Fig. 1: clock network drawn from the DEF
Scale bar: 20 um.
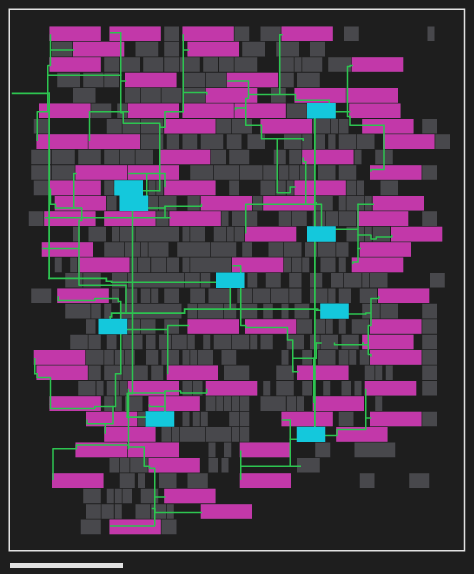
Fig. 2: the metal 3 layer
Scale bar: 20 um. Cells faint in the background.
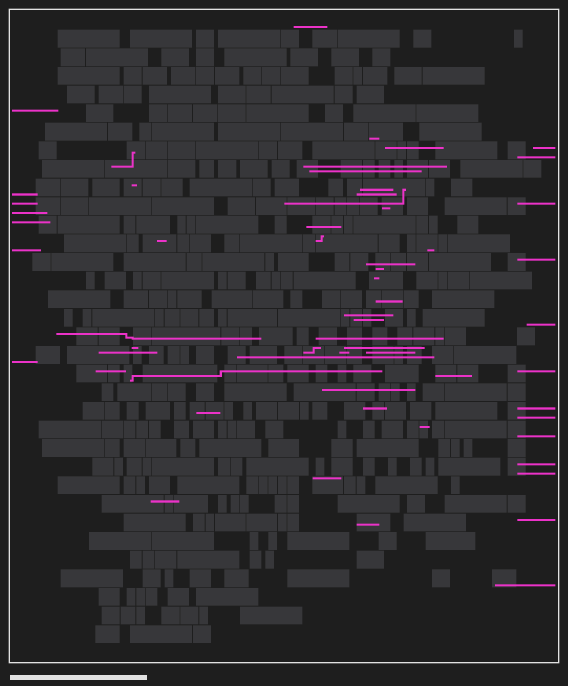
--- config.mk ---
export PLATFORM = sky130hd
export DESIGN_NAME = pixel_ingest_ctrl
export DESIGN_NICKNAME = d
export VERILOG_FILES = /design/src/rtl/spiht_ingest_pkg.sv /design/src/rtl/ingest_bank_tracker.sv /design/src/rtl/pixel_ingest_ctrl.sv
export SDC_FILE = /design/constraint.sdc
export NUM_CORES = 1
export LEC_CHECK = 0
export ABC_AREA = 0
export CORE_ASPECT_RATIO = 1.2
export CORE_MARGIN = 2
export CORE_UTILIZATION = 53
export DETAILED_ROUTE_END_ITERATION = 10
export PLACE_DENSITY = 0.9
export SLEW_MARGIN = 5
export SYNTH_ARGS = -nofsm -noshare
export SYNTH_HDL_FRONTEND = slang
export SYNTH_HIERARCHICAL = 1
export SYNTH_SLANG_ARGS = --single-unit
--- constraint.sdc ---
create_clock -name PCLK -period 2.3 [get_ports PCLK]
set_clock_uncertainty 0.2 [all_clocks]
set_input_delay 0.23 -clock PCLK [delete_from_list [all_inputs] [get_ports PCLK]]
set_output_delay 0.23 -clock PCLK [all_outputs]
set_load 0.1 [all_outputs]
--- src/rtl/spiht_ingest_pkg.sv ---
// ---------------------------------------------------------------------------
// spiht_ingest_pkg
//   Shared definitions for the pixel ingest slice:
//     - ingest_state_t : capture FSM state encoding
//     - DEF_*          : default image geometry
//     - ingest_aw()    : bank address width for a given line width / strip
// ---------------------------------------------------------------------------
package spiht_ingest_pkg;

   localparam int unsigned DEF_IMG_WIDTH   = 8192;
   localparam int unsigned DEF_IMG_HEIGHT  = 8192;
   localparam int unsigned DEF_STRIP_LINES = 8;

   typedef enum logic [1:0] {
      ST_IDLE = 2'd0,   // before first line of a frame / after frame end
      ST_LINE = 2'd1,   // HSYNC high, pixels being written
      ST_GAP  = 2'd2,   // between lines of a frame
      ST_DROP = 2'd3    // target bank still full, current line discarded
   } ingest_state_t;

   // One bank holds a whole strip of lines.
   function automatic int unsigned ingest_aw(input int unsigned width,
                                             input int unsigned lines);
      return (width * lines > 1) ? $clog2(width * lines) : 1;
   endfunction

endpackage

--- src/rtl/ingest_bank_tracker.sv ---
// ---------------------------------------------------------------------------
// ingest_bank_tracker
//   Tracks which ping-pong bank is full and hands full banks to the encoder
//   one at a time.
//
//   PCLK        in   clock
//   RST         in   asynchronous reset, active low
//   strip_done  in   a strip was just completed into strip_bank
//   strip_bank  in   bank that strip_done refers to
//   enc_done    in   encoder finished the bank on enc_bank (ignored if idle)
//   bank_full   out  per-bank full flags
//   enc_start   out  one-cycle dispatch pulse
//   enc_bank    out  bank being (or last) dispatched
// ---------------------------------------------------------------------------
module ingest_bank_tracker
   import spiht_ingest_pkg::*;
(
   input  logic       PCLK,
   input  logic       RST,
   input  logic       strip_done,
   input  logic       strip_bank,
   input  logic       enc_done,
   output logic [1:0] bank_full,
   output logic       enc_start,
   output logic       enc_bank
);

   logic       busy;
   logic [1:0] full_nxt;

   // Release and fill can land in the same cycle; both are applied.
   always_comb begin
      full_nxt = bank_full;
      if (enc_done && busy)
         full_nxt[enc_bank] = 1'b0;
      if (strip_done)
         full_nxt[strip_bank] = 1'b1;
   end

   // Dispatch looks at the registered flags, so a bank filled or released
   // on this edge is considered on the next one.
   always_ff @(posedge PCLK or negedge RST) begin
      if (!RST) begin
         bank_full <= '0;
         busy      <= 1'b0;
         enc_start <= 1'b0;
         enc_bank  <= 1'b0;
      end else begin
         bank_full <= full_nxt;
         enc_start <= 1'b0;
         if (busy) begin
            if (enc_done)
               busy <= 1'b0;
         end else if (|bank_full) begin
            enc_start <= 1'b1;
            enc_bank  <= ~bank_full[0];   // bank 0 wins when both are full
            busy      <= 1'b1;
         end
      end
   end

endmodule

--- src/rtl/pixel_ingest_ctrl.sv ---
// ---------------------------------------------------------------------------
// pixel_ingest_ctrl
//   Captures a line-synchronous pixel stream into a ping-pong strip buffer
//   and dispatches completed strips to the encoder.
//
//   Parameters: IMG_WIDTH (pixels/line), IMG_HEIGHT (lines/frame),
//               STRIP_LINES (lines/bank), AW (bank address width)
//
//   PCLK        in   clock
//   RST         in   asynchronous reset, active low
//   HSYNC       in   line valid
//   Pixel_DATA  in   16-bit pixel
//   enc_done    in   encoder consumed current bank (pulse)
//   wr_en       out  buffer write strobe (one cycle after the pixel)
//   wr_bank     out  bank being written
//   wr_addr     out  line_in_strip*IMG_WIDTH + pixel index
//   wr_data     out  pixel to write
//   enc_start   out  encoder dispatch pulse
//   enc_bank    out  bank handed to encoder
//   frame_done  out  pulse after the last line of a frame
//   line_err    out  pulse after a line whose length != IMG_WIDTH
//   overflow    out  sticky: a line was dropped because its bank was full
//
//   Build option: define INGEST_LINE_CHECK_EN to enable line_err; otherwise
//   line_err is constant 0.
// ---------------------------------------------------------------------------
module pixel_ingest_ctrl
   import spiht_ingest_pkg::*;
#(
   parameter int unsigned IMG_WIDTH   = DEF_IMG_WIDTH,
   parameter int unsigned IMG_HEIGHT  = DEF_IMG_HEIGHT,
   parameter int unsigned STRIP_LINES = DEF_STRIP_LINES,
   parameter int unsigned AW          = ingest_aw(IMG_WIDTH, STRIP_LINES)
)(
   input  logic          PCLK,
   input  logic          RST,
   input  logic          HSYNC,
   input  logic [15:0]   Pixel_DATA,
   input  logic          enc_done,
   output logic          wr_en,
   output logic          wr_bank,
   output logic [AW-1:0] wr_addr,
   output logic [15:0]   wr_data,
   output logic          enc_start,
   output logic          enc_bank,
   output logic          frame_done,
   output logic          line_err,
   output logic          overflow
);

   // Pixel counter saturates one past IMG_WIDTH so long lines stay visible.
   localparam int unsigned PW = $clog2(IMG_WIDTH + 2);
   localparam int unsigned LW = (STRIP_LINES > 1) ? $clog2(STRIP_LINES) : 1;
   localparam int unsigned FW = $clog2(IMG_HEIGHT + 1);

   localparam logic [PW-1:0] PIX_FULL        = PW'(IMG_WIDTH);
   localparam logic [PW-1:0] PIX_SAT         = PW'(IMG_WIDTH + 1);
   localparam logic [LW-1:0] LAST_STRIP_LINE = LW'(STRIP_LINES - 1);
   localparam logic [FW-1:0] LAST_FRAME_LINE = FW'(IMG_HEIGHT - 1);
   localparam logic [AW-1:0] LINE_STEP       = AW'(IMG_WIDTH);

   generate
      if ((IMG_HEIGHT % STRIP_LINES) != 0) begin : g_bad_geometry
         $error("pixel_ingest_ctrl: IMG_HEIGHT must be a multiple of STRIP_LINES");
      end
   endgenerate

   ingest_state_t state, state_nxt;

   logic          hsync_q;
   logic [PW-1:0] pix_cnt;
   logic [LW-1:0] line_in_strip;
   logic [AW-1:0] line_base;      // line_in_strip*IMG_WIDTH, kept incrementally
   logic [FW-1:0] frame_cnt;
   logic [1:0]    bank_full;

   logic          rise, fall;
   logic          do_write, line_end, drop_start, strip_end, frame_end;
   logic [AW-1:0] pix_addr;

   assign rise = HSYNC & ~hsync_q;
   assign fall = ~HSYNC & hsync_q;

   // -----------------------------------------------------------------------
   // Capture FSM
   // -----------------------------------------------------------------------
   always_ff @(posedge PCLK or negedge RST) begin
      if (!RST)
         state <= ST_IDLE;
      else
         state <= state_nxt;
   end

   always_comb begin
      state_nxt  = state;
      do_write   = 1'b0;
      line_end   = 1'b0;
      drop_start = 1'b0;
      unique case (state)
         ST_IDLE, ST_GAP: begin
            if (rise) begin
               if (bank_full[wr_bank]) begin
                  state_nxt  = ST_DROP;
                  drop_start = 1'b1;
               end else begin
                  state_nxt = ST_LINE;
                  do_write  = 1'b1;
               end
            end
         end
         ST_LINE: begin
            if (fall) begin
               line_end  = 1'b1;
               state_nxt = (frame_cnt == LAST_FRAME_LINE) ? ST_IDLE : ST_GAP;
            end else if (HSYNC && (pix_cnt < PIX_FULL)) begin
               do_write = 1'b1;
            end
         end
         ST_DROP: begin
            // Dropped line is not counted towards strip or frame.
            if (fall)
               state_nxt = ST_GAP;
         end
         default: state_nxt = ST_IDLE;
      endcase
   end

   assign strip_end = line_end && (line_in_strip == LAST_STRIP_LINE);
   assign frame_end = line_end && (frame_cnt == LAST_FRAME_LINE);

   // First pixel of a line is always at offset 0 of the line.
   assign pix_addr = (state == ST_LINE) ? AW'(pix_cnt) : '0;

   // -----------------------------------------------------------------------
   // Write port, counters, status
   // -----------------------------------------------------------------------
   always_ff @(posedge PCLK or negedge RST) begin
      if (!RST) begin
         hsync_q       <= 1'b0;
         wr_en         <= 1'b0;
         wr_bank       <= 1'b0;
         wr_addr       <= '0;
         wr_data       <= '0;
         pix_cnt       <= '0;
         line_in_strip <= '0;
         line_base     <= '0;
         frame_cnt     <= '0;
         frame_done    <= 1'b0;
         overflow      <= 1'b0;
      end else begin
         hsync_q    <= HSYNC;
         wr_en      <= do_write;
         frame_done <= frame_end;

         if (do_write) begin
            wr_data <= Pixel_DATA;
            wr_addr <= line_base + pix_addr;
         end

         if (do_write && (state != ST_LINE))
            pix_cnt <= PW'(1);
         else if ((state == ST_LINE) && HSYNC && (pix_cnt != PIX_SAT))
            pix_cnt <= pix_cnt + 1'b1;

         if (drop_start)
            overflow <= 1'b1;

         if (line_end) begin
            if (strip_end) begin
               line_in_strip <= '0;
               line_base     <= '0;
               wr_bank       <= ~wr_bank;
            end else begin
               line_in_strip <= line_in_strip + 1'b1;
               line_base     <= line_base + LINE_STEP;
            end
            if (frame_end) begin
               frame_cnt <= '0;
               pix_cnt   <= '0;
            end else begin
               frame_cnt <= frame_cnt + 1'b1;
            end
         end
      end
   end

`ifdef INGEST_LINE_CHECK_EN
   always_ff @(posedge PCLK or negedge RST) begin
      if (!RST)
         line_err <= 1'b0;
      else
         line_err <= line_end && (pix_cnt != PIX_FULL);
   end
`else
   assign line_err = 1'b0;
`endif

   // -----------------------------------------------------------------------
   // Bank full flags and encoder dispatch
   // -----------------------------------------------------------------------
   ingest_bank_tracker u_bank_tracker (
      .PCLK       (PCLK),
      .RST        (RST),
      .strip_done (strip_end),
      .strip_bank (wr_bank),
      .enc_done   (enc_done),
      .bank_full  (bank_full),
      .enc_start  (enc_start),
      .enc_bank   (enc_bank)
   );

endmodule

==> deck_impl_summary.md <==
Flow Results at a Glance

Logic synthesis
  – Post-Synth Simple-Gate Area: 0.187
  – Top cells by area: dfrtp_1 (53%), mux2_2 (5.5%), nand2_1 (3.6%)
  – Unique masters post-synth: 52
  – Synth warn: 6
  – Post-synthesis mux area share: 0.0605
  – Main logic family: simple AND/OR/NAND/NOR gates
  – Most frequent cell after synthesis: dfrtp_1

Clock network
  – Longest Clk Path Bufs: 2
  – CTS Root Cell: clkbuf_8
  – Clk Latency, worst-skew pair: 360 ps
  – Clock sink count: 78
  – Setup repair bufs after CTS: 0

Placed design
  – Port Buf Inserts: 57
  – Detail Placement HPWL: 5.43 mm

GRT
  – Grt met1 use: 0.259
  – Initial antenna violation count: 0
  – Global routing's busiest layer: met2
  – Global-route wire length before repair: 12.6 mm
  – Met3 Use GR: 0.0388

Power and ir drop
  – Psw: 0.00220 W
  – Power Internal: 0.00265 W
  – Top Consumer: combinational logic
  – Sequential cell power: 0.00186 W

Run status
  – Outcome: completed

Detailed routing
  – Routed Wire Length: 7.75 mm
  – M1 wire length: 2.98 mm
  – Avg WL per Cell: 15.6 um
  – DR vias/cell: 5.73
  – Detailed Routing Iterations Pass 1: 4
  – Final ANT Viol Nets: 0
  – Metal3 WL: 404 um

Final timing
  – Max Slew Vio Count: 0
  – Tmin final: 2090 ps

Critical path
  – Req. time, crit path: 2380 ps
  – Critical path endpoint: pix_cnt[10]$_DFF_PN0_
  – Max FO, Critical Path: 10
  – CP startpoint kind: flop
  – CP peak stage delay: 550 ps

Die
  – Core area: 6770 um^2
Back to the opening pictures, Fig. 1:
legend:
  magenta:
    item: flip-flops
    count: 78
  cyan:
    item: cells driving clock nets
    count: 9
  green:
    item: clock wires
    length: 910 um
flops lie: spread over the die
routed clock nets: 10

Back to the opening pictures, Fig. 2:
longest straight run: 28.5 um
wire length on this layer: 405 um
main direction: horizontal
share of all routed wire: 5.2%
nets with wire on the layer: 45

layout make-up:
cell class / count / area (um^2)
fill: 509 / 2250
sequential: 78 / 1950
multi-input combinational: 231 / 1600
timing repair buffer: 73 / 621
clock buffer: 9 / 124
tap: 87 / 109
clock inverter: 7 / 80.1
inverter: 11 / 41.3
what timing repair did:
action                                  in CTS  in global routing
hold buffers                                 1                  0
hold endpoints to repair                    32                  0
endpoints found under the setup margin       0                  0
sequential cells by signal, summed over array words and instances, names as in the netlist:
| name | flops |
|---|---|
| wr_addr | 16 |
| wr_data | 16 |
| frame_cnt | 14 |
| pix_cnt | 14 |
| line_base | 3 |
| line_in_strip | 3 |
| state | 2 |
| u_bank_tracker/bank_full | 2 |
| frame_done | 1 |
| hsync_q | 1 |
| overflow | 1 |
| u_bank_tracker/busy | 1 |
| u_bank_tracker/enc_bank | 1 |
| u_bank_tracker/enc_start | 1 |
| wr_bank | 1 |
| wr_en | 1 |
per-stage QoR:
stage / std cells / setup WS [ps]
2_1_floorplan: 338 / 28.3
3_3_place_gp: 479 / 140
3_5_place_dp: 479 / 76.3
4_1_cts: 496 / 214
5_1_grt: 496 / 120
6_report: 496 / 207
placed cells by master, fill, tap and decap left out, drive strengths merged, types with 5 or more instances in the layout:
| master | n |
|---|---|
| ha | 8 |
| clkdlybuf4s50 | 18 |
| buf | 54 |
| dfrtp | 78 |
| clkbuf | 9 |
| nor4 | 5 |
| xnor2 | 15 |
| a21oi | 10 |
| nor2 | 19 |
| nand4 | 8 |
| o21ai | 18 |
| a22o | 11 |
| xor2 | 10 |
| inv | 15 |
| nand3 | 12 |
| mux2 | 18 |
| or4 | 5 |
| o31ai | 6 |
| nand2 | 35 |
| nor3 | 11 |
No activity file was given, so power comes from the tool's default toggle rates.
